**src/rtl/display_arbiter.sv**
```systemverilog
// +----------------------------------------------------------------------+
// | display_arbiter: shares a 7-seg code between sensor and alarm owners |
// | Rev 1.0                                                              |
// +----------------------------------------------------------------------+
`default_nettype none

module display_arbiter #(
  parameter int HOLD_CYCLES  = 1000000,
  parameter int BLINK_CYCLES = 12500000
) (
  input  logic       clk,
  input  logic       rst,
  input  logic       oc_req,
  input  logic       sens_valid,
  input  logic [2:0] sens_code,
  output logic       sens_ack,
  output logic [3:0] number,
  output logic [1:0] grant
);

  typedef enum logic [1:0] {
    S_IDLE      = 2'd0,
    S_SENSOR    = 2'd1,
    S_ALARM_ON  = 2'd2,
    S_ALARM_OFF = 2'd3
  } state_t;

  localparam logic [23:0] C_HOLD_LOAD  = 24'(HOLD_CYCLES - 1);
  localparam logic [23:0] C_BLINK_LOAD = 24'(BLINK_CYCLES - 1);
  localparam logic [1:0]  C_GNT_NONE   = 2'b00;
  localparam logic [1:0]  C_GNT_SENS   = 2'b01;
  localparam logic [1:0]  C_GNT_ALARM  = 2'b10;
  localparam logic [3:0]  C_NUM_ALARM  = 4'b0001;
  localparam logic [3:0]  C_NUM_BLANK  = 4'b0000;

  state_t      r_state, w_state_nxt;
  logic [23:0] r_tmr, w_tmr_nxt;
  logic [3:0]  r_number, w_number_nxt;
  logic [1:0]  r_grant, w_grant_nxt;
  logic        r_ack, w_ack_nxt;
  logic        w_tmr_zero;
  logic        w_can_accept;

  assign w_tmr_zero = (r_tmr == 24'd0);

  // The ack cycle itself blocks acceptance so a still-high valid is not taken twice.
  assign w_can_accept = ((r_state == S_IDLE) || ((r_state == S_SENSOR) && w_tmr_zero))
                        && sens_valid && !r_ack;

  always_ff @(posedge clk) begin
    if (rst) begin
      r_state  <= S_IDLE;
      r_tmr    <= 24'd0;
      r_number <= C_NUM_BLANK;
      r_grant  <= C_GNT_NONE;
      r_ack    <= 1'b0;
    end else begin
      r_state  <= w_state_nxt;
      r_tmr    <= w_tmr_nxt;
      r_number <= w_number_nxt;
      r_grant  <= w_grant_nxt;
      r_ack    <= w_ack_nxt;
    end
  end

  always_comb begin
    w_state_nxt  = r_state;
    w_tmr_nxt    = r_tmr;
    w_number_nxt = r_number;
    w_grant_nxt  = r_grant;
    w_ack_nxt    = 1'b0;

    case (r_state)
      S_IDLE, S_SENSOR: begin
        if (oc_req) begin
          w_state_nxt  = S_ALARM_ON;
          w_number_nxt = C_NUM_ALARM;
          w_grant_nxt  = C_GNT_ALARM;
          w_tmr_nxt    = C_BLINK_LOAD;
        end else if (w_can_accept) begin
          w_ack_nxt = 1'b1;
          w_tmr_nxt = C_HOLD_LOAD;
          if (sens_code != 3'b000) begin
            w_state_nxt  = S_SENSOR;
            w_number_nxt = {sens_code, 1'b0};
            w_grant_nxt  = C_GNT_SENS;
          end else begin
            // An all-off code releases the display rather than holding a blank.
            w_state_nxt  = S_IDLE;
            w_number_nxt = C_NUM_BLANK;
            w_grant_nxt  = C_GNT_NONE;
          end
        end else if ((r_state == S_SENSOR) && !w_tmr_zero) begin
          w_tmr_nxt = r_tmr - 24'd1;
        end
      end

      S_ALARM_ON: begin
        if (w_tmr_zero) begin
          w_state_nxt  = S_ALARM_OFF;
          w_number_nxt = C_NUM_BLANK;
          w_tmr_nxt    = C_BLINK_LOAD;
        end else begin
          w_tmr_nxt = r_tmr - 24'd1;
        end
      end

      S_ALARM_OFF: begin
        if (!w_tmr_zero) begin
          w_tmr_nxt = r_tmr - 24'd1;
        end else if (oc_req) begin
          w_state_nxt  = S_ALARM_ON;
          w_number_nxt = C_NUM_ALARM;
          w_tmr_nxt    = C_BLINK_LOAD;
        end else begin
          w_state_nxt  = S_IDLE;
          w_number_nxt = C_NUM_BLANK;
          w_grant_nxt  = C_GNT_NONE;
        end
      end

      default: begin
        w_state_nxt  = S_IDLE;
        w_number_nxt = C_NUM_BLANK;
        w_grant_nxt  = C_GNT_NONE;
        w_tmr_nxt    = 24'd0;
      end
    endcase
  end

  assign sens_ack = r_ack;
  assign number   = r_number;
  assign grant    = r_grant;

endmodule

`default_nettype wire

```
**config.mk**
```make
export PLATFORM = sky130hd
export DESIGN_NAME = display_arbiter
export DESIGN_NICKNAME = d
export VERILOG_FILES = /design/src/rtl/display_arbiter.sv
export SDC_FILE = /design/constraint.sdc
export NUM_CORES = 1
export LEC_CHECK = 0
export CORE_MARGIN = 3
export CORE_UTILIZATION = 24
export CTS_CLUSTER_SIZE = 14
export DETAILED_ROUTE_END_ITERATION = 12
export MAX_ROUTING_LAYER = met4
export PLACE_DENSITY_LB_ADDON = 0.25
export SYNTH_ARGS = -nofsm -noshare
export SYNTH_HDL_FRONTEND = slang
export SYNTH_SLANG_ARGS = --single-unit
```
**constraint.sdc**
```tcl
create_clock -name clk -period 2.79 [get_ports clk]
set_input_delay 0.279 -clock clk [delete_from_list [all_inputs] [get_ports clk]]
set_output_delay 0.279 -clock clk [all_outputs]
set_load 0.005 [all_outputs]
```
==> impl_metrics.ini, run 1 <==
; yosys + openroad results
[status]
status = finished clean

[yosys]
postSynthAreaPerCell_um2 = 7.99
most_common_cell = dfxtp_1
ys_seq_share_pct = 31.1
synth.distinct_cells = 65
edf_count = 0
common_cells = 33 x dfxtp_1, 27 x nor2_1, 26 x a21oi_1
async_reset_ff_share_pct = 0
fp_nets = 275
top_area_share_pct = 31.1
aoi_share_pct = 33.1
ys_ff = 33

[job]
maxCapViolations = 0

[critical_path]
critPathTopFamily = simple AND/OR/NAND/NOR gates
worst-r2r-setup-slack_ns = 0.21
cp-startpoint = r_tmr[4]
slowest_stage = or4_4
r2r-start = r_tmr[4]
cp_cell_sequence = or4_4, buf_4, or3_1, or4_1, o22ai_1, a21oi_1, a211oi_1
max_stage_delay_ns = 0.59
r2r-end = r_tmr[19]
critPathCaptureType = flip-flop
reg2regPathDepth = 7

[global_route]
overflow = 0
grt_max_degree = 18
antenna_found_initial = 0

[sta]
hold_violations = 0
fin_ws_ns = 0.213
slew_violations = 0

[die]
chip_area_mm2 = 0.0100
fp.dieW_um = 100

[power_and_ir_drop]
power_density_mw_per_mm2 = 555
ir_drop_v = 0.000178
total_power_mw = 1.45

[route]
via_per_inst = 5.43
drc = 0

[finish]
lay_top_count = dfxtp_1
diodes = 0
nFillCells = 941
seq_area_um2 = 661
area_delta_synth_final_pct = 22.7

[placed_design]
place_ws_ns = 0.173

[hold_path]
min_to = number[0]

[clock_tree]
cts_hold_buffers = 0
-- run 1: cell type report --
| cell class | count | area share [%] |
|---|---|---|
| clock inverters | 1 | 0.192 |
| repair buffers | 42 | 13.3 |
| flip-flops and latches | 33 | 25.3 |
| clock buffers | 5 | 2.64 |
| inverters | 6 | 0.864 |
| well taps | 105 | 5.04 |
| multi-input cells | 212 | 52.6 |
-- run 1: routing by layer --
metal	routed length [um]	up-vias	share of wire, %
met5	0	-	0
met4	57	0	0.80
met2	3220	67	45
met1	3460	1034	48
li1	-	1089	-
met3	421	4	5.9
-- run 1: power by group --
group	switching, mW	internal, mW
Clock	0.174	0.164
Sequential	0.0591	0.521
Combinational	0.301	0.226
Total	0.534	0.912
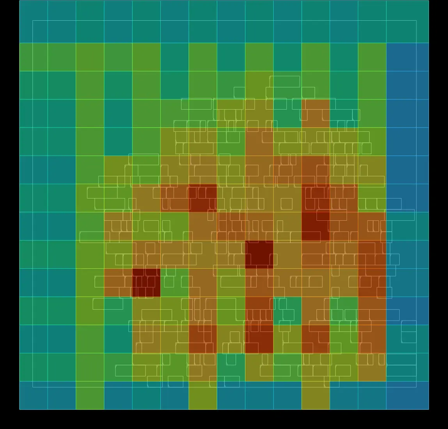
*Congestion heat map, run 1*
GR Layer Usage met1: 22.1%
GRT Total Usage: 15.9%
final core utilization: 30.9%
GR Util met3: 3.27%

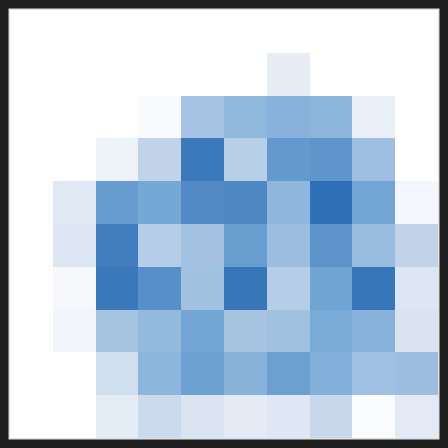
*Local utilization, run 1*
The die is cut into 10 by 10 equal tiles; white is low, dark blue is high, 0 to 100% covered.
fullest tile	74%
densest ninth of the die	middle
emptiest ninth of the die	top left
nearly empty tiles	34%
mean over tiles	25%
Core Util at FP: 25.2%
core area: 0.00842 mm^2

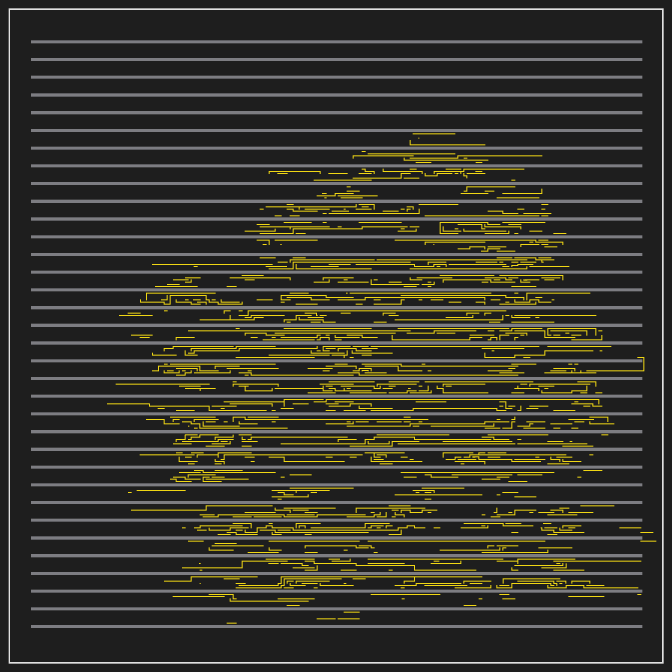
*The metal 1 layer, run 1*
Supply wires on this layer in grey.
wire length on this layer	3460 um
main direction	horizontal
share of all routed wire	48%
longest straight run	41.9 um
routed wire length: 7.16 mm
Vias: 2194

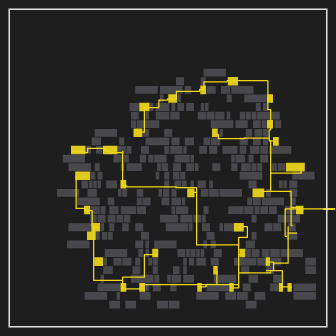
*I/O nets highlighted, run 1*
port	colour	direction	edge	end cells	buffers	wire
`rst`	yellow	input	right	32	3	451 um
IO Pins: 14
input/output buffers: 13

==> inputs of run 2 (changes only) <==
--- a/config.mk
+++ b/config.mk
@@ -5,7 +5,6 @@
 export SDC_FILE = /design/constraint.sdc
 export NUM_CORES = 1
 export LEC_CHECK = 0
-export CORE_MARGIN = 3
 export CORE_UTILIZATION = 24
 export CTS_CLUSTER_SIZE = 14
 export DETAILED_ROUTE_END_ITERATION = 12
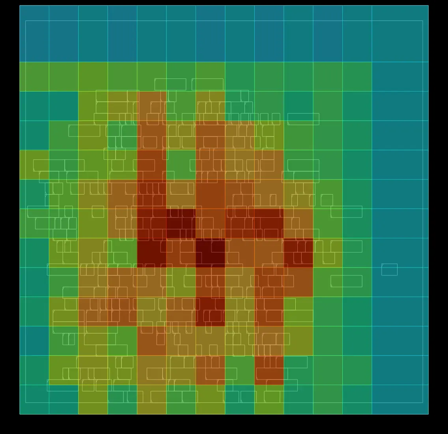
*Congestion heat map, run 2*
final core utilization: 31.5%
met2 usage: 26.6%
GRT Total Usage: 17.4%
DR WL/cell: 17.3 um

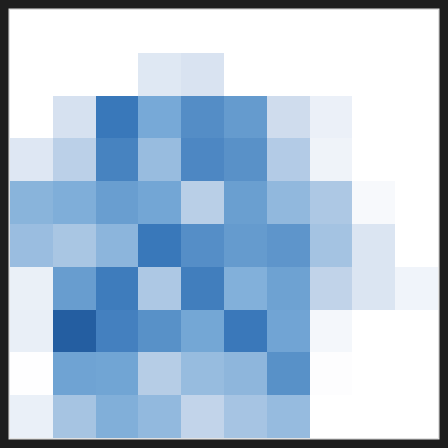
*Local utilization, run 2*
The die is cut into 10 by 10 equal tiles; white is low, dark blue is high, 0 to 100% covered.
tiles over 75% full	1.0%
nearly empty tiles	34%
emptiest ninth of the die	top right
densest ninth of the die	middle
fullest tile	81%
Core Util at FP: 25.3%
core area: 0.00838 mm^2

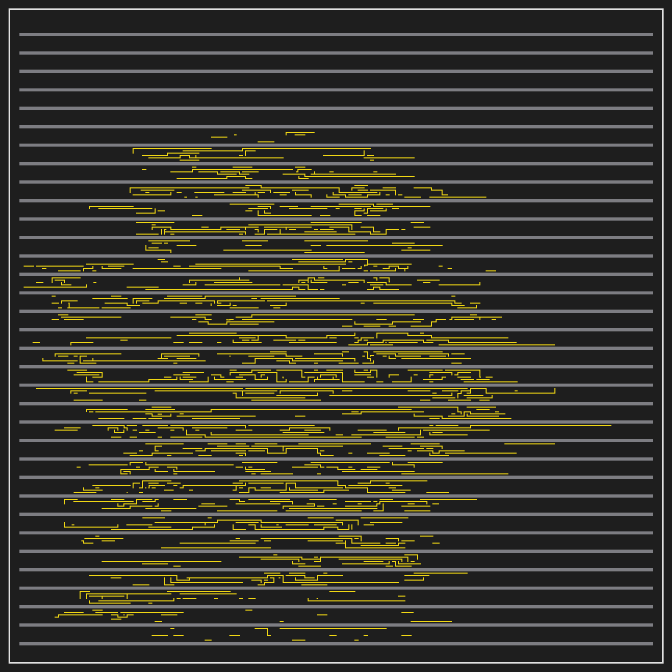
*The metal 1 layer, run 2*
Supply wires on this layer in grey.
share of all routed wire	46%
wire length on this layer	3260 um
main direction	horizontal
Vias: 2250
GR Layer Usage met1: 22.6%

==> impl_metrics.ini, run 2 <==
; yosys + openroad results
[status]
status = finished clean

[finish]
nClkBuffers = 7
flops = 33
area_delta_synth_final_pct = 24.4
seq_share_pct = 25.0
nFillCells = 905
layout.nonclk_buf_share_pct = 13.6
diodes = 0
clk_share_pct = 3.84
comb_share_pct = 51.7
dominant_cells = logic gates

[critical_path]
critPathCaptureType = flip-flop
max_stage_delay_ns = 0.57
cp_cell_sequence = inv_1, ha_1, or3b_2, or4_4, o21ai_4, and2_1, buf_4, o21ai_0, a21oi_1
critPathTopFamily = simple AND/OR/NAND/NOR gates
slowest_stage = or4_4

[die]
tap_cells = 105
fp.dieW_um = 96.1
chip_area_mm2 = 0.00923
boundaryPins = 14

[yosys]
ys_seq_share_pct = 31.1
most_common_cell = dfxtp_1
ys_ff = 33
postSynthAreaPerCell_um2 = 7.99
top_area_share_pct = 31.1
edf_count = 0
async_reset_ff_share_pct = 0
synth.distinct_cells = 65
fp_nets = 275

[sta]
fin_ws_ns = 0.162
slew_violations = 0
hold_violations = 0

[power_and_ir_drop]
top_power_group = registers
total_power_mw = 1.52
comb_cell_power_uw = 537
ir_drop_v = 0.000188
combPwrFrac_pct = 35.4
p_seq_share_pct = 37.6
power_density_mw_per_mm2 = 575
power_frac_clock_pct = 27.0
clk-power_uw = 410
switching_share_pct = 36.0

[route]
drc = 0
finalWirelength_mm = 7.03

[job]
maxCapViolations = 0

[placed_design]
io_buffers = 13

[global_route]
overflow = 0
grt_max_degree = 16

[clock_tree]
cts_hold_buffers = 0
run 2: worst paths after layout:
check        startpoint  cells after the start        end  slack [ns]
max            r_tmr[0]                      9   r_tmr[8]        0.16
min           number[0]                      2  number[0]        0.45
max reg2reg    r_tmr[0]                      9   r_tmr[8]        0.16
min reg2reg   number[0]                      2  number[0]        0.45
run 2: logic make-up after synthesis:
| kind of cell | share of synthesized area [%] |
|---|---|
| simple gates | 28.8 |
| xor+xnor | 1.24 |
| fa+ha+maj | 1.18 |
| flops | 31.1 |
| compound gates | 33.1 |
| buf+inv | 4.59 |
run 2: per-layer routing:
metal	global-route usage (%)	part of all wire (%)
met5	-	0
met1	22.6	46
met2	26.6	45
met3	3.87	6.7
met4	5.97	1.8
No activity file was given, so power comes from the tool's default toggle rates.
